`src/rtl/fpcsr_mc.sv`:
```
// fpcsr_mc: floating-point CSR unit with NLANE in-order commit lanes.
// It holds fflags and frm and serves the fflags (0x001), frm (0x002) and
// fcsr (0x003) views.
//
// Ports:
//   clk_i, srst_i        clock and synchronous active-high reset
//   valid_i, csren_i     per-lane commit valid, and a flag saying the lane carries a CSR op
//   csrop_i              per-lane op: 01 write, 10 set, 11 clear, 00 no-op
//   csrindex_i           per-lane CSR index
//   csrdata_i            per-lane source operand
//   fflagen_i, fflag_i   per-lane exception-flag accrual, bits {NV,DZ,OF,UF,NX}
//   fs_clr_i             clears fs_dirty_o
//   rd_index_i           read index; rd_data_o and rd_hit_o are the read result
//   fcsr_o, frm_o, fflags_o   current register state
//   fs_dirty_o           FP state has been modified
//   frm_stall_o          hold FP issue while a new frm propagates
//   rm_i                 instruction rm field
//   rm_eff_o, rm_illegal_o    resolved rounding mode, and a flag for reserved modes

// One commit lane. It takes {frm, fflags} as left by the older lanes and
// returns the state after this lane's effect.
module fpcsr_lane (
  input  logic        valid,
  input  logic        csren,
  input  logic [1:0]  op,
  input  logic [11:0] idx,
  input  logic [7:0]  data,
  input  logic        fflagen,
  input  logic [4:0]  fflag,
  input  logic [2:0]  frm_in,
  input  logic [4:0]  ffl_in,
  output logic [2:0]  frm_out,
  output logic [4:0]  ffl_out,
  output logic        touch
);
  logic       csr_hit;
  logic [7:0] cur, f, mask, res, nxt;

  assign csr_hit = valid && csren && (op != 2'b00) &&
                   (idx == 12'h001 || idx == 12'h002 || idx == 12'h003);
  assign cur = {frm_in, ffl_in};

  // Each view is a masked window onto the combined 8-bit {frm, fflags} image.
  // Because of this, a single write/set/clear datapath serves all three views.
  always_comb begin
    f    = 8'h00;
    mask = 8'h00;
    case (idx)
      12'h001: begin f = {3'b000, data[4:0]}; mask = 8'h1f; end
      12'h002: begin f = {data[2:0], 5'b00000}; mask = 8'he0; end
      12'h003: begin f = data;                  mask = 8'hff; end
      default: ;
    endcase
    case (op)
      2'b01:   res = f;
      2'b10:   res = cur | f;
      2'b11:   res = cur & ~f;
      default: res = cur;
    endcase
    nxt = (cur & ~mask) | (res & mask);
  end

  always_comb begin
    frm_out = frm_in;
    ffl_out = ffl_in;
    touch   = 1'b0;
    if (csr_hit) begin
      // An accepted CSR op shadows this lane's own flag accrual.
      {frm_out, ffl_out} = nxt;
      touch = 1'b1;
    end else if (valid && fflagen) begin
      ffl_out = ffl_in | fflag;
      touch   = 1'b1;
    end
  end
endmodule

module fpcsr_mc #(
  parameter int       XLEN      = 64,
  parameter int       NLANE     = 2,
  parameter bit [2:0] FRM_RST   = 3'b000,
  parameter int       FLUSH_CYC = 2
) (
  input  logic                        clk_i,
  input  logic                        srst_i,
  input  logic [NLANE-1:0]            valid_i,
  input  logic [NLANE-1:0]            csren_i,
  input  logic [NLANE-1:0][1:0]       csrop_i,
  input  logic [NLANE-1:0][11:0]      csrindex_i,
  input  logic [NLANE-1:0][XLEN-1:0]  csrdata_i,
  input  logic [NLANE-1:0]            fflagen_i,
  input  logic [NLANE-1:0][4:0]       fflag_i,
  input  logic                        fs_clr_i,
  input  logic [11:0]                 rd_index_i,
  input  logic [2:0]                  rm_i,
  output logic [XLEN-1:0]             rd_data_o,
  output logic                        rd_hit_o,
  output logic [XLEN-1:0]             fcsr_o,
  output logic [2:0]                  frm_o,
  output logic [4:0]                  fflags_o,
  output logic                        fs_dirty_o,
  output logic                        frm_stall_o,
  output logic [2:0]                  rm_eff_o,
  output logic                        rm_illegal_o
);
  localparam int CW = (FLUSH_CYC > 0) ? $clog2(FLUSH_CYC + 1) : 1;

  logic [2:0]            frm_q;
  logic [4:0]            ffl_q;
  logic                  dirty_q;
  logic [CW-1:0]         cnt_q;

  // Lane chain: entry k is the state seen by lane k; entry NLANE is the final state.
  logic [NLANE:0][2:0]   frm_c;
  logic [NLANE:0][4:0]   ffl_c;
  logic [NLANE-1:0]      touch;
  logic [NLANE-1:0]      unused_hi;

  assign frm_c[0] = frm_q;
  assign ffl_c[0] = ffl_q;

  for (genvar g = 0; g < NLANE; g++) begin : g_lane
    fpcsr_lane u_lane (
      .valid   (valid_i[g]),
      .csren   (csren_i[g]),
      .op      (csrop_i[g]),
      .idx     (csrindex_i[g]),
      .data    (csrdata_i[g][7:0]),
      .fflagen (fflagen_i[g]),
      .fflag   (fflag_i[g]),
      .frm_in  (frm_c[g]),
      .ffl_in  (ffl_c[g]),
      .frm_out (frm_c[g+1]),
      .ffl_out (ffl_c[g+1]),
      .touch   (touch[g])
    );
    // No view uses operand bits above [7:0].
    assign unused_hi[g] = ^csrdata_i[g][XLEN-1:8];
  end

  always_ff @(posedge clk_i) begin
    if (srst_i) begin
      frm_q   <= FRM_RST;
      ffl_q   <= 5'b00000;
      dirty_q <= 1'b0;
      cnt_q   <= '0;
    end else begin
      frm_q <= frm_c[NLANE];
      ffl_q <= ffl_c[NLANE];
      // A set in the same cycle takes priority over fs_clr_i.
      if (|touch)        dirty_q <= 1'b1;
      else if (fs_clr_i) dirty_q <= 1'b0;
      // Only a net change of frm across all lanes restarts the flush window.
      if ((FLUSH_CYC > 0) && (frm_c[NLANE] != frm_q)) cnt_q <= CW'(FLUSH_CYC);
      else if (cnt_q != '0)                            cnt_q <= cnt_q - CW'(1);
    end
  end

  assign frm_o       = frm_q;
  assign fflags_o    = ffl_q;
  assign fcsr_o      = {{(XLEN-8){1'b0}}, frm_q, ffl_q};
  assign fs_dirty_o  = dirty_q;
  assign frm_stall_o = (cnt_q != '0);

  // The read port sees only the registered state. Commits in the same cycle are not forwarded.
  always_comb begin
    rd_data_o = '0;
    rd_hit_o  = 1'b0;
    case (rd_index_i)
      12'h001: begin rd_data_o = {{(XLEN-5){1'b0}}, ffl_q}; rd_hit_o = 1'b1; end
      12'h002: begin rd_data_o = {{(XLEN-3){1'b0}}, frm_q}; rd_hit_o = 1'b1; end
      12'h003: begin rd_data_o = fcsr_o;                    rd_hit_o = 1'b1; end
      default: ;
    endcase
  end

  assign rm_eff_o     = (rm_i == 3'b111) ? frm_q : rm_i;
  assign rm_illegal_o = (rm_eff_o == 3'b101) || (rm_eff_o == 3'b110) ||
                        (rm_eff_o == 3'b111);
endmodule

```
`config.mk`:
```
export PLATFORM = sky130hd
export DESIGN_NAME = fpcsr_mc
export DESIGN_NICKNAME = d
export VERILOG_FILES = /design/src/rtl/fpcsr_mc.sv
export SDC_FILE = /design/constraint.sdc
export NUM_CORES = 1
export LEC_CHECK = 0
export CORE_AREA = 2 2 128 130
export CTS_CLUSTER_DIAMETER = 40
export DETAILED_ROUTE_END_ITERATION = 7
export DIE_AREA = 0 0 130 132
export PLACE_DENSITY_LB_ADDON = 0.1
export SYNTH_ARGS = -nofsm -noshare
export SYNTH_HDL_FRONTEND = slang
export SYNTH_HIERARCHICAL = 1
export SYNTH_SLANG_ARGS = --single-unit
```
`constraint.sdc`:
```
create_clock -name clk_i -period 2.75 [get_ports clk_i]
set_clock_uncertainty 0.2 [all_clocks]
set_input_delay 0.55 -clock clk_i [delete_from_list [all_inputs] [get_ports clk_i]]
set_output_delay 0.55 -clock clk_i [all_outputs]
set_load 0.1 [all_outputs]
```
Fig. 1: run 1, supply network
The bar under the picture is 50 µm long. Pins as bars on the die edge.
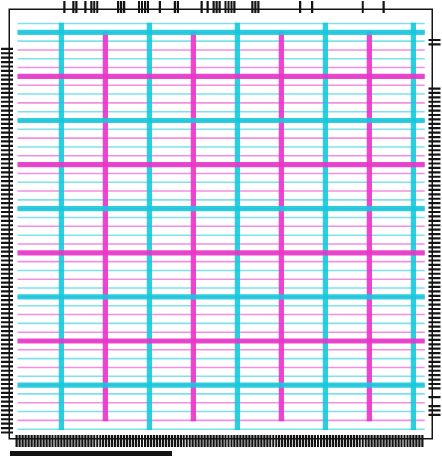
[magenta] VDD
[cyan] VSS
met5 straps: 9
signal pins: 333
met1 rails: 47

Fig. 2: run 1, placed cells, one color a class
The bar under the picture is 50 µm long.
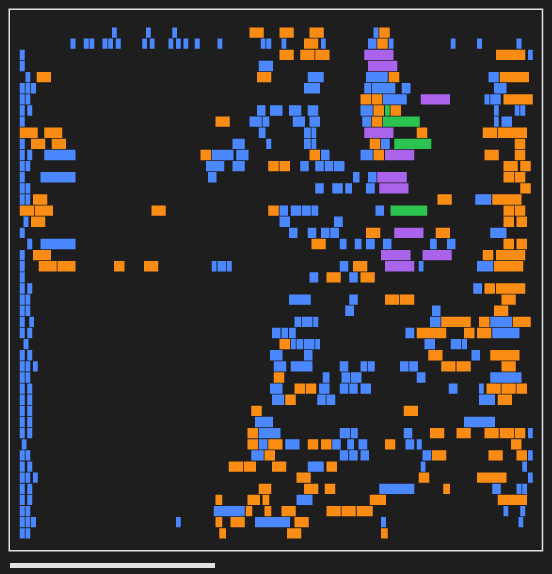
[green] clock drivers and dummy loads | cells: 4
[blue] all other logic | cells: 267
[orange] other buffers and delay cells | cells: 142
[purple] flip-flops | cells: 11
final instance area: 0.003625 mm²
core box area: 0.01571 mm²
# rows: 46
Layout Utilization: 23.07%
sequential share of cell area: 6.075%

==> Slide: Implementation Results, run 1 <==
Key Metrics from the Run

Routing
  – M1 WL: 3179 µm
  – Vias: 2220
  – Total length of routed wires: 7797 µm
  – Vias per cell: 3.469

GRT
  – Global Route Usage Sum: 8.382%
  – Remaining Overflow, GRT: 0

Timing
  – Setup TNS: 0 ns
  – RSZ-0062 raised after global routing: yes
  – Endpoints failing setup: 0

Critical path
  – CP max stage delay: 0.44 ns
  – Setup crit start kind: input pin
  – R2r setup slk: 0.78 ns
  – Critical path type: in -> out
  – Worst r2r path cells: 8

Finish
  – Largest register FFs: 5
  – Most frequent cells in the layout: conb_1 (112), clkdlybuf4s50_1 (55), buf_4 (52)
  – Most numerous logic cell after layout: conb_1
  – Buffers, non-clock: 142
  – Biggest Area Class: multi-input combinational cells
  – Antenna Cells: 0

Hold path
  – Hold Crit Start: cnt_q[0]

Job
  – OpenROAD warning count: 139
  – Max-Cap Viols: 0

Place
  – Pre-CTS setup slack: -0.4677 ns

Logic synthesis
  – Post-synthesis instance area: 0.002399 mm²
  – Cell Type Count: 38
  – Share of async-settable or async-resettable flops after synthesis: 0%

Die
  – Chip Width: 130 µm

Run status
  – Status: finished, final reports clean
Fig. 3: run 1, routed clock nets over the placement
The bar under the picture is 50 µm long.
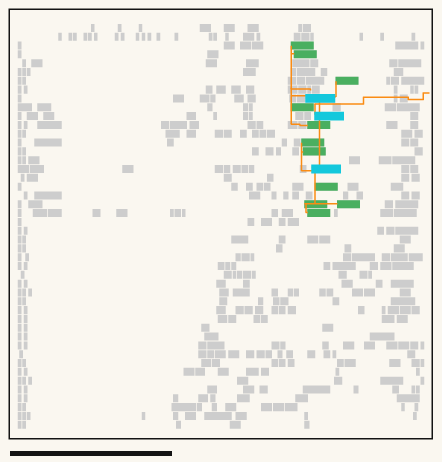
[green] flip-flops | count: 11
[cyan] cells driving clock nets | count: 3
[orange] clock wires | length: 172 µm
routed clock nets: 4
Power Clock: 0.260 mW
Latency at later pin: 0.23 ns
Clk pwr share: 17.3%

Fig. 4: run 1, metal layers overlaid
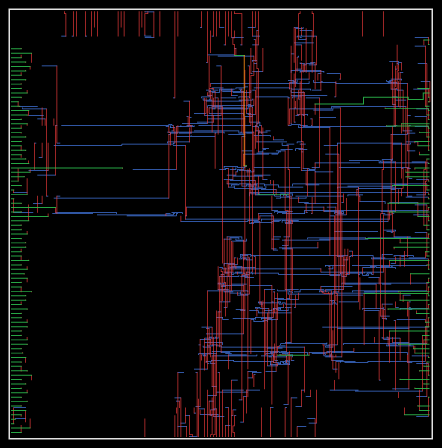
[red] met2 | wire length: 3830 µm
[green] met3 | wire length: 751 µm
[blue] met1 | wire length: 3180 µm
[orange] met4 | wire length: 34.0 µm

==> run 1: where the power goes <==
part	total, mW	internal (mW)	switching [mW]
Sequential	0.177	0.167	0.0102
Combinational	1.07	0.178	0.889
Clock	0.260	0.194	0.0657
Total	1.50	0.540	0.964
==> run 1: logic make-up after synthesis <==
| kind of cell | Yosys count | synth area share [%] |
|---|---|---|
| buffers and inverters | 137 | 42.41 |
| and+or+nand+nor | 95 | 30.52 |
| AOI/OAI and AO/OA | 49 | 13.93 |
| DFF | 11 | 9.181 |
| muxes | 6 | 2.712 |
| xor gates and xnor gates | 3 | 1.096 |
| other | 1 | 0.1563 |
==> run 1: what timing repair did <==
action                     in CTS  in global routing
pin swaps                      15                 24
hold buffers                    0                  0
gates resized                  26                 36
buffers inserted                9                  2
setup endpoints to repair       2                  7
--- run 2 (diff from run 1) ---
Settings changed: GPL_ROUTABILITY_DRIVEN set to 0, GPL_TIMING_DRIVEN set to 0.
Fig. 5: run 2, metal layers overlaid
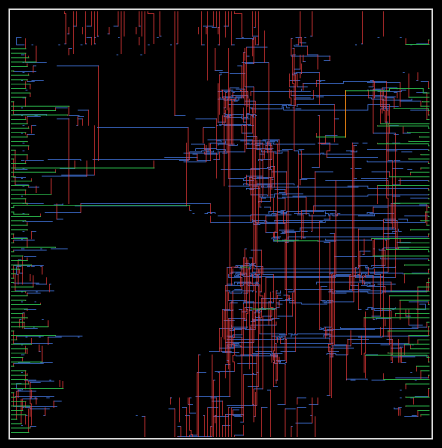
total length of routed wires: 8190 µm
DR WL/cell: 10.82 µm
vias: 2507
Global Route Usage Sum: 8.858%

Fig. 6: run 2, congestion heat map
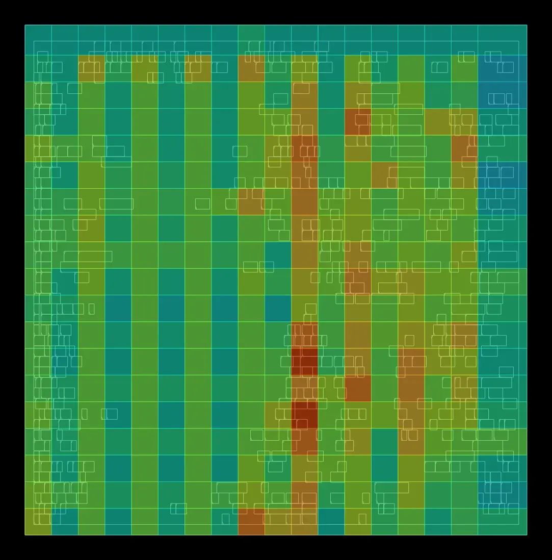
met2 usage: 15.97%
gr busiest metal: met2
met3 Use GR: 2.638%
Layout Utilization: 28.01%

Fig. 7: run 2, routed clock nets over the placement
The bar under the picture is 50 µm long.
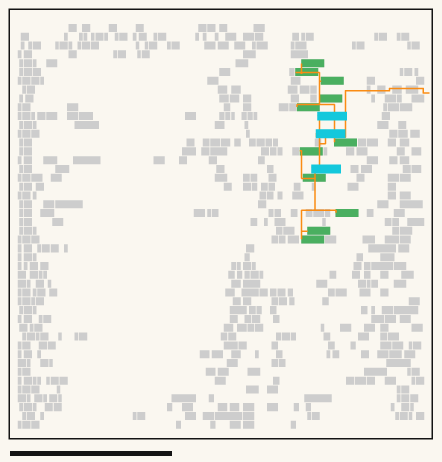
[green] flip-flops | count: 11
[orange] clock wires | length: 178 µm
[cyan] cells driving clock nets | count: 3
routed clock nets: 4
Clk pwr share: 15.9%
Power Clock: 0.259 mW

==> Slide: Implementation Results, run 2 <==
Key Metrics from the Run

Run status
  – Status: finished, final reports clean

Critical path
  – R2r setup slk: 0.66 ns
  – CP max stage delay: 0.45 ns
  – Critical path type: in -> out
  – Worst r2r path cells: 7

Finish
  – Most numerous logic cell after layout: buf_4
  – Final instance area: 0.004402 mm²
  – Sequential share of cell area: 5.003%
  – Biggest Area Class: non-clock buffers
  – Largest register FFs: 5
  – Most frequent cells in the layout: buf_4 (146), conb_1 (112), clkdlybuf4s50_1 (68)
  – Buffers, non-clock: 258

Power and ir drop
  – Power Internal: 0.6463 mW
  – Comb power frac: 73.3%
  – Power share of the sequential group: 10.8%
  – Sw Ratio: 60.39%
  – Largest power group: combinational logic
  – P_comb: 1.20 mW
  – Switching pwr: 0.9854 mW
  – Seq. pwr: 0.176 mW

GRT
  – Remaining Overflow, GRT: 0

Timing
  – RSZ-0062 raised after global routing: yes
  – Setup TNS: 0 ns
  – Endpoints failing setup: 0

Hold path
  – Hold Crit Start: cnt_q[0]

Die
  – Core box area: 0.01571 mm²
  – Chip Width: 130 µm
  – # rows: 46

Logic synthesis
  – Post-synthesis instance area: 0.002399 mm²
  – Cell Type Count: 38

Clock network
  – Post-CTS Resized: 102
  – # Post-CTS Setup Buffers: 8

Job
  – OpenROAD warning count: 140
run 2: cell types whose count changed in the layout (fill, tap and decap cells not counted), moves of 5 or more:
cell / before / now
clkdlybuf4s50_1: 55 / 68
buf_4: 52 / 146
buf_12: 13 / 2
dlygate4sd2_1: 3 / 10
buf_6: 2 / 7
run 2: metal layers:
metal / vias to the layer above / track usage (%) / wire length, µm
met5: - / 0 / 0
met4: 0 / 0.7168 / 14
met3: 2 / 2.638 / 1051
met2: 170 / 15.97 / 3768
met1: 1035 / 10.70 / 3355
li1: 1300 / - / -
run 2: kinds of logic after synthesis:
kind of cell           share of synthesized area (%)
AND/OR/NAND/NOR                                30.52
buffers and inverters                          42.41
XOR/XNOR                                       1.096
multiplexers                                   2.712
flip-flops                                     9.181
other                                         0.1563
AND-OR/OR-AND                                  13.93
Power is estimated from default activity; no workload was simulated.
